==> src/rtl/slc3_input_conditioner.sv <==
// Input conditioner for the SLC-3 board: synchronizes and debounces the
// active-low Run/Continue buttons, emits press strobes, and synchronizes the switches.

module slc3_db_channel #(
  parameter int DB_CYCLES = 500000,
  parameter int CNT_W     = $clog2(DB_CYCLES + 1)
) (
  input  logic clk,
  input  logic reset_n,
  input  logic raw,
  output logic db,
  output logic press
);

  logic             sync1;
  logic             sync2;
  logic [CNT_W-1:0] cnt;

  // The count only survives while sync2 keeps disagreeing with db, so a
  // single agreeing cycle throws away any partial progress toward a change.
  always_ff @(posedge clk) begin
    if (!reset_n) begin
      sync1 <= 1'b1;
      sync2 <= 1'b1;
      db    <= 1'b1;
      cnt   <= '0;
      press <= 1'b0;
    end else begin
      sync1 <= raw;
      sync2 <= sync1;
      press <= 1'b0;
      if (sync2 == db) begin
        cnt <= '0;
      end else if (cnt == CNT_W'(DB_CYCLES - 1)) begin
        db    <= sync2;
        cnt   <= '0;
        press <= db & ~sync2;
      end else begin
        cnt <= cnt + CNT_W'(1);
      end
    end
  end

endmodule

module slc3_input_conditioner #(
  parameter int DB_CYCLES = 500000,
  parameter int CNT_W     = $clog2(DB_CYCLES + 1)
) (
  input  logic       Clk,
  input  logic       Reset,
  input  logic       Run_raw,
  input  logic       Continue_raw,
  input  logic [9:0] SW_raw,
  output logic       Run_db,
  output logic       Continue_db,
  output logic       Run_press,
  output logic       Continue_press,
  output logic [9:0] SW_sync
);

  logic [9:0] sw_sync1;

  slc3_db_channel #(.DB_CYCLES(DB_CYCLES), .CNT_W(CNT_W)) u_run (
    .clk     (Clk),
    .reset_n (Reset),
    .raw     (Run_raw),
    .db      (Run_db),
    .press   (Run_press)
  );

  slc3_db_channel #(.DB_CYCLES(DB_CYCLES), .CNT_W(CNT_W)) u_continue (
    .clk     (Clk),
    .reset_n (Reset),
    .raw     (Continue_raw),
    .db      (Continue_db),
    .press   (Continue_press)
  );

  // Switches are static settings, so a plain two-flop synchronizer suffices.
  always_ff @(posedge Clk) begin
    if (!Reset) begin
      sw_sync1 <= '0;
      SW_sync  <= '0;
    end else begin
      sw_sync1 <= SW_raw;
      SW_sync  <= sw_sync1;
    end
  end

endmodule

==> config.mk <==
export PLATFORM = sky130hd
export DESIGN_NAME = slc3_input_conditioner
export DESIGN_NICKNAME = d
export VERILOG_FILES = /design/src/rtl/slc3_input_conditioner.sv
export SDC_FILE = /design/constraint.sdc
export NUM_CORES = 1
export LEC_CHECK = 0
export CAP_MARGIN = 20
export CORE_UTILIZATION = 42
export CTS_CLUSTER_SIZE = 12
export DETAILED_ROUTE_END_ITERATION = 8
export GPL_TIMING_DRIVEN = 0
export SYNTH_ARGS = -nofsm -noshare
export SYNTH_HDL_FRONTEND = slang
export SYNTH_SLANG_ARGS = --single-unit
==> constraint.sdc <==
create_clock -name Clk -period 2 [get_ports Clk]
set_input_delay 0.6 -clock Clk [delete_from_list [all_inputs] [get_ports Clk]]
set_output_delay 0.6 -clock Clk [all_outputs]
set_load 0.05 [all_outputs]
==> changes_impl.md <==
### Implementation results

- Status: finished clean
- DRC: 0
- Met2 Use GR: 27.2%
- Post-synth top cells: 66 x dfxtp_1, 35 x nor2_1, 22 x and2_1, 15 x xnor2_1, 14 x nand2_1
- WHS: 0.408 ns
- Top cells by area: dfxtp_1 51%, and2_1 5.3%, nor2_1 5.1%, xnor2_1 5.1%, xor2_1 3.7%
- CTS tree: done
- Max-slew headroom: 58.6%
- Dpl cells: 375
- Core Rows: 28
- Top_reg_cell synth: dfxtp_1
- Non-Filler Instances: 393
- Int Pwr: 1.99 mW
- Final Max Slew Viols: 0
- OpenROAD warnings: 26
- Antenna diode instance count: 0
- Worst hold path class: register to register
- Die Y: 80.4 um
- Count leader, synth: dfxtp_1
- CP Data Arrival Time: 2.12 ns
- Share of layout cells above drive strength 1: 10.4%
- Initial Util: 43.6%
- Post-Syn Area: 0.00258 sq mm
- Core area: 0.00592 sq mm
- Net Switching: 576 uW
- Initial antenna violation count: 0
- Global-route wire length before repair: 8550 um
- # Cells Yosys: 273
- DIE AREA: 0.00646 sq mm
- Distinct lib cells used: 37
- GR Util met3: 3.98%
- Setup Viol. Count Final: 0
- TritonCTS buffer count: 9
- Max Root-Sink Buffers: 2
- Overflow after GRT: 0
- Pin count of the biggest net entering global routing: 13
- RSZ-0062 raised after global routing: false
- Switching Share: 22.4%
- Vias per Instance: 5.07
- Number of global-route vias before repair: 1886
- Lkg Pwr: 1.10 nW
- Worst Clk Skew: 0.00890 ns
- Clk sink count: 66
- # IOs: 28
- Combinational Area: 0.00121 sq mm
- Most crowded layer after global routing: met2
- Slew @ Worst Pin: 0.616 ns
- Via count: 1994
- Synthesized instance count: 273
- CP Launch Type: register
- Final min period: 1.90 ns
- Cells on Worst Hold Path: 1
- Final core occ: 53.8%
- Register share after synthesis: 51.2%
- Layout Nets: 331
- Synth Area per Inst: 9.46 sq um
- Critical path required time: 2.22 ns
- Final Hold Viols: 0
- Routed Wire Length: 4750 um
- Antenna-violating nets left: 0
- Async S/R FF share, synth: 0%
- Post-synth EDFFs: 0
- Fmax: 526 MHz
- Yosys top cell by area: dfxtp_1
- GR Util met1: 21.8%
- Clk_lat worst skew: 0.34 ns
- IO Port Bufs: 27
- Htree depth: 3
- Initial DRC count: 75
- Root Buffer: clkbuf_8
- Placer Congestion: 0.788
- Clock power frac: 43.7%
- MaxCap Viol Count: 0
- Critical path type: register to register
- Die width: 80.4 um
- Peak supply drop: 0.523 mV
- Seq. cell area: 0.00132 sq mm
- P&R area growth vs syn: 23.4%
- Top-area cell share: 51.2%
- Wirelength per Cell: 12.1 um
- Period Utilization, post-route: 95.0%
- Sequential Power Share: 52.3%
- Flops after synth: 66
- DR pass1 iterations: 4
- Yosys chip area: 0.00258 sq mm
-- power groups by stage --
stage                     sequential [mW]  combinational [mW]  clock (mW)
after CTS                            1.34               0.106        1.16
after floorplan                      1.40              0.0319           0
after detailed placement             1.37               0.110           0
final                                1.34               0.105        1.12
after global placement               1.37               0.109           0
after global routing                 1.34               0.114        1.22
-- registers in the layout (all words and copies together), names as in the netlist --
name,cells
u_continue.cnt,19
u_run.cnt,19
SW_sync,10
sw_sync1,10
u_continue.db,1
u_continue.press,1
u_continue.sync1,1
u_continue.sync2,1
u_run.db,1
u_run.press,1
u_run.sync1,1
u_run.sync2,1
-- cell type report --
type / count / share of cell area [%]
multi-input cells: 188 / 38.0
flip-flops and latches: 66 / 41.6
inverters: 10 / 1.18
repair buffers: 29 / 8.52
plain buffers: 9 / 1.41
well taps: 75 / 2.95
clock buffers: 10 / 4.32
clock inverters: 6 / 2.08
-- path summary, 6_finish.rpt --
path	to	startpoint
setup / recovery	u_run.cnt[16]$_SDFF_PP0_	u_run.cnt[1]$_SDFF_PP0_
hold / removal	u_run.sync2$_SDFF_PN1_	u_run.sync1$_SDFF_PN1_
setup reg to reg	u_run.cnt[16]$_SDFF_PP0_	u_run.cnt[1]$_SDFF_PP0_
hold reg to reg	u_run.sync2$_SDFF_PN1_	u_run.sync1$_SDFF_PN1_
-- per-layer routing --
metal | share of wire (%) | wire length [um]
met1 | 48 | 2260
met2 | 47 | 2210
met3 | 3.5 | 166
met4 | 2.3 | 108
met5 | 0 | 0
-- cells by family after synthesis --
family / count (synthesis) / synth area share, %
AND/OR/NAND/NOR: 138 / 29.5
flip-flops: 66 / 51.2
XOR/XNOR: 26 / 8.82
AND-OR/OR-AND: 20 / 5.53
buffers and inverters: 19 / 3.05
adder cells (fa/ha/maj): 4 / 1.94
-- stage by stage --
stage          area, sq um  setup TNS, ns  power [mW]  setup WS (ns)
2_1_floorplan         2580              0        1.43          0.176
3_3_place_gp          2950          -3.93        1.48         -0.161
3_5_place_dp          2950          -4.09        1.48         -0.169
4_1_cts               3150              0        2.61        0.00945
5_1_grt               3190              0        2.68        0.00649
6_report              3190              0        2.57         0.0994
-- cell usage in the layout (no fill, tap or decap), types with 6 or more instances in the layout --
cell / count
a21oi_1: 7
and2_1: 22
clkbuf_8: 10
clkdlybuf4s50_1: 13
dfxtp_1: 64
dlygate4sd2_1: 14
inv_1: 10
nand2_1: 14
nand3_1: 13
nand4_1: 10
nor2_1: 35
nor3_1: 6
nor4_1: 9
xnor2_1: 15
xor2_1: 11
-- worst max-delay path: stages (launching register included) --
cell and delay (ns):
dfxtp_1 0.38, ha_2 0.22, and4_1 0.18, buf_2 0.18, nand4_1 0.23, o311ai_4 0.35, buf_6 0.19, a21oi_1 0.05
-- timing repair --
item | 4_1_cts | 5_1_grt
resized | 15 | 8
setup endpoints to repair | 25 | 30
buffers inserted | 1 | 1
hold endpoints to repair | 0 | 0
cloned | 0 | 0
pin swaps | 1 | 4
### M4 wires

Scale: 6 px per um. Supply wires on this layer in gray.
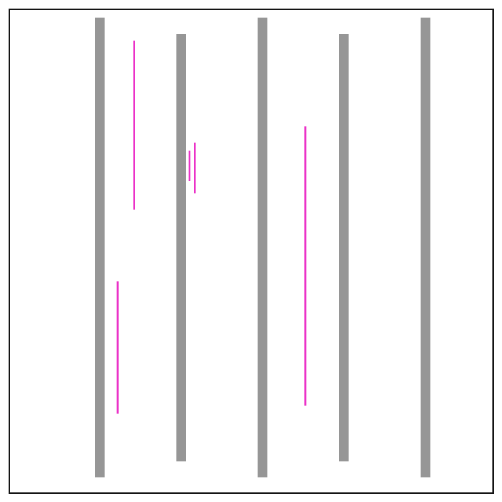
share of all routed wire: 2.3%
wire length on this layer: 109 um
longest straight run: 46.2 um
main direction: vertical
nets with wire on the layer: 4

### Register map, names as in the netlist

Scale: 6 px per um.
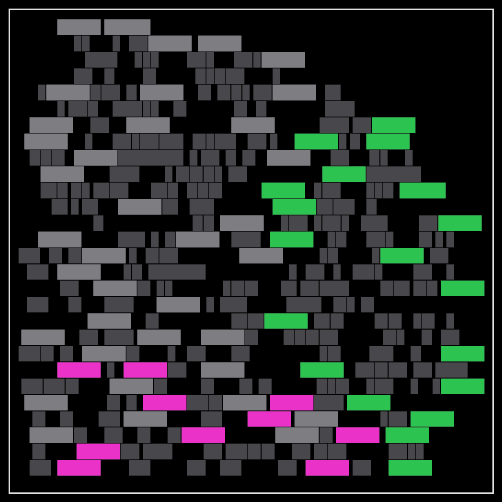
[`SW_sync`] magenta | flops: 10
[`u_continue.cnt`] green | flops: 19
not colored: 37

### Met1 routing

Scale: 8 px per um. Supply wires on this layer in gray.
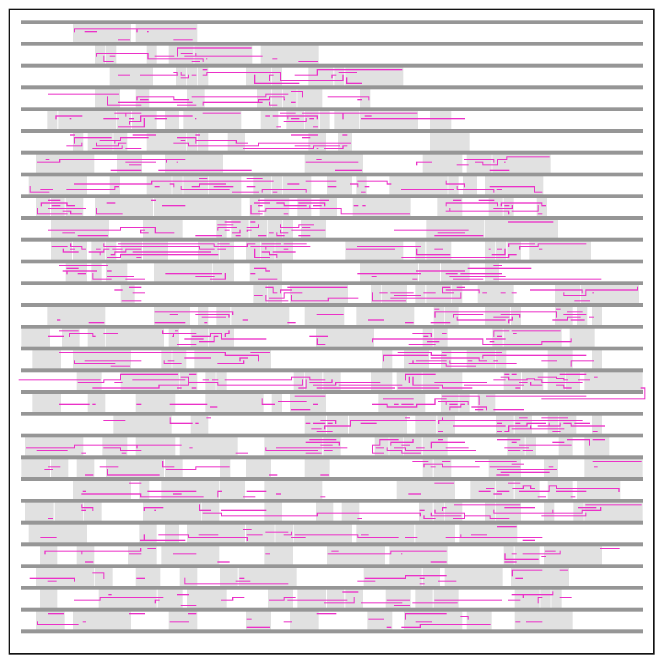
main direction: horizontal
longest straight run: 20.7 um
nets with wire on the layer: 306

Power is estimated from default activity; no workload was simulated.
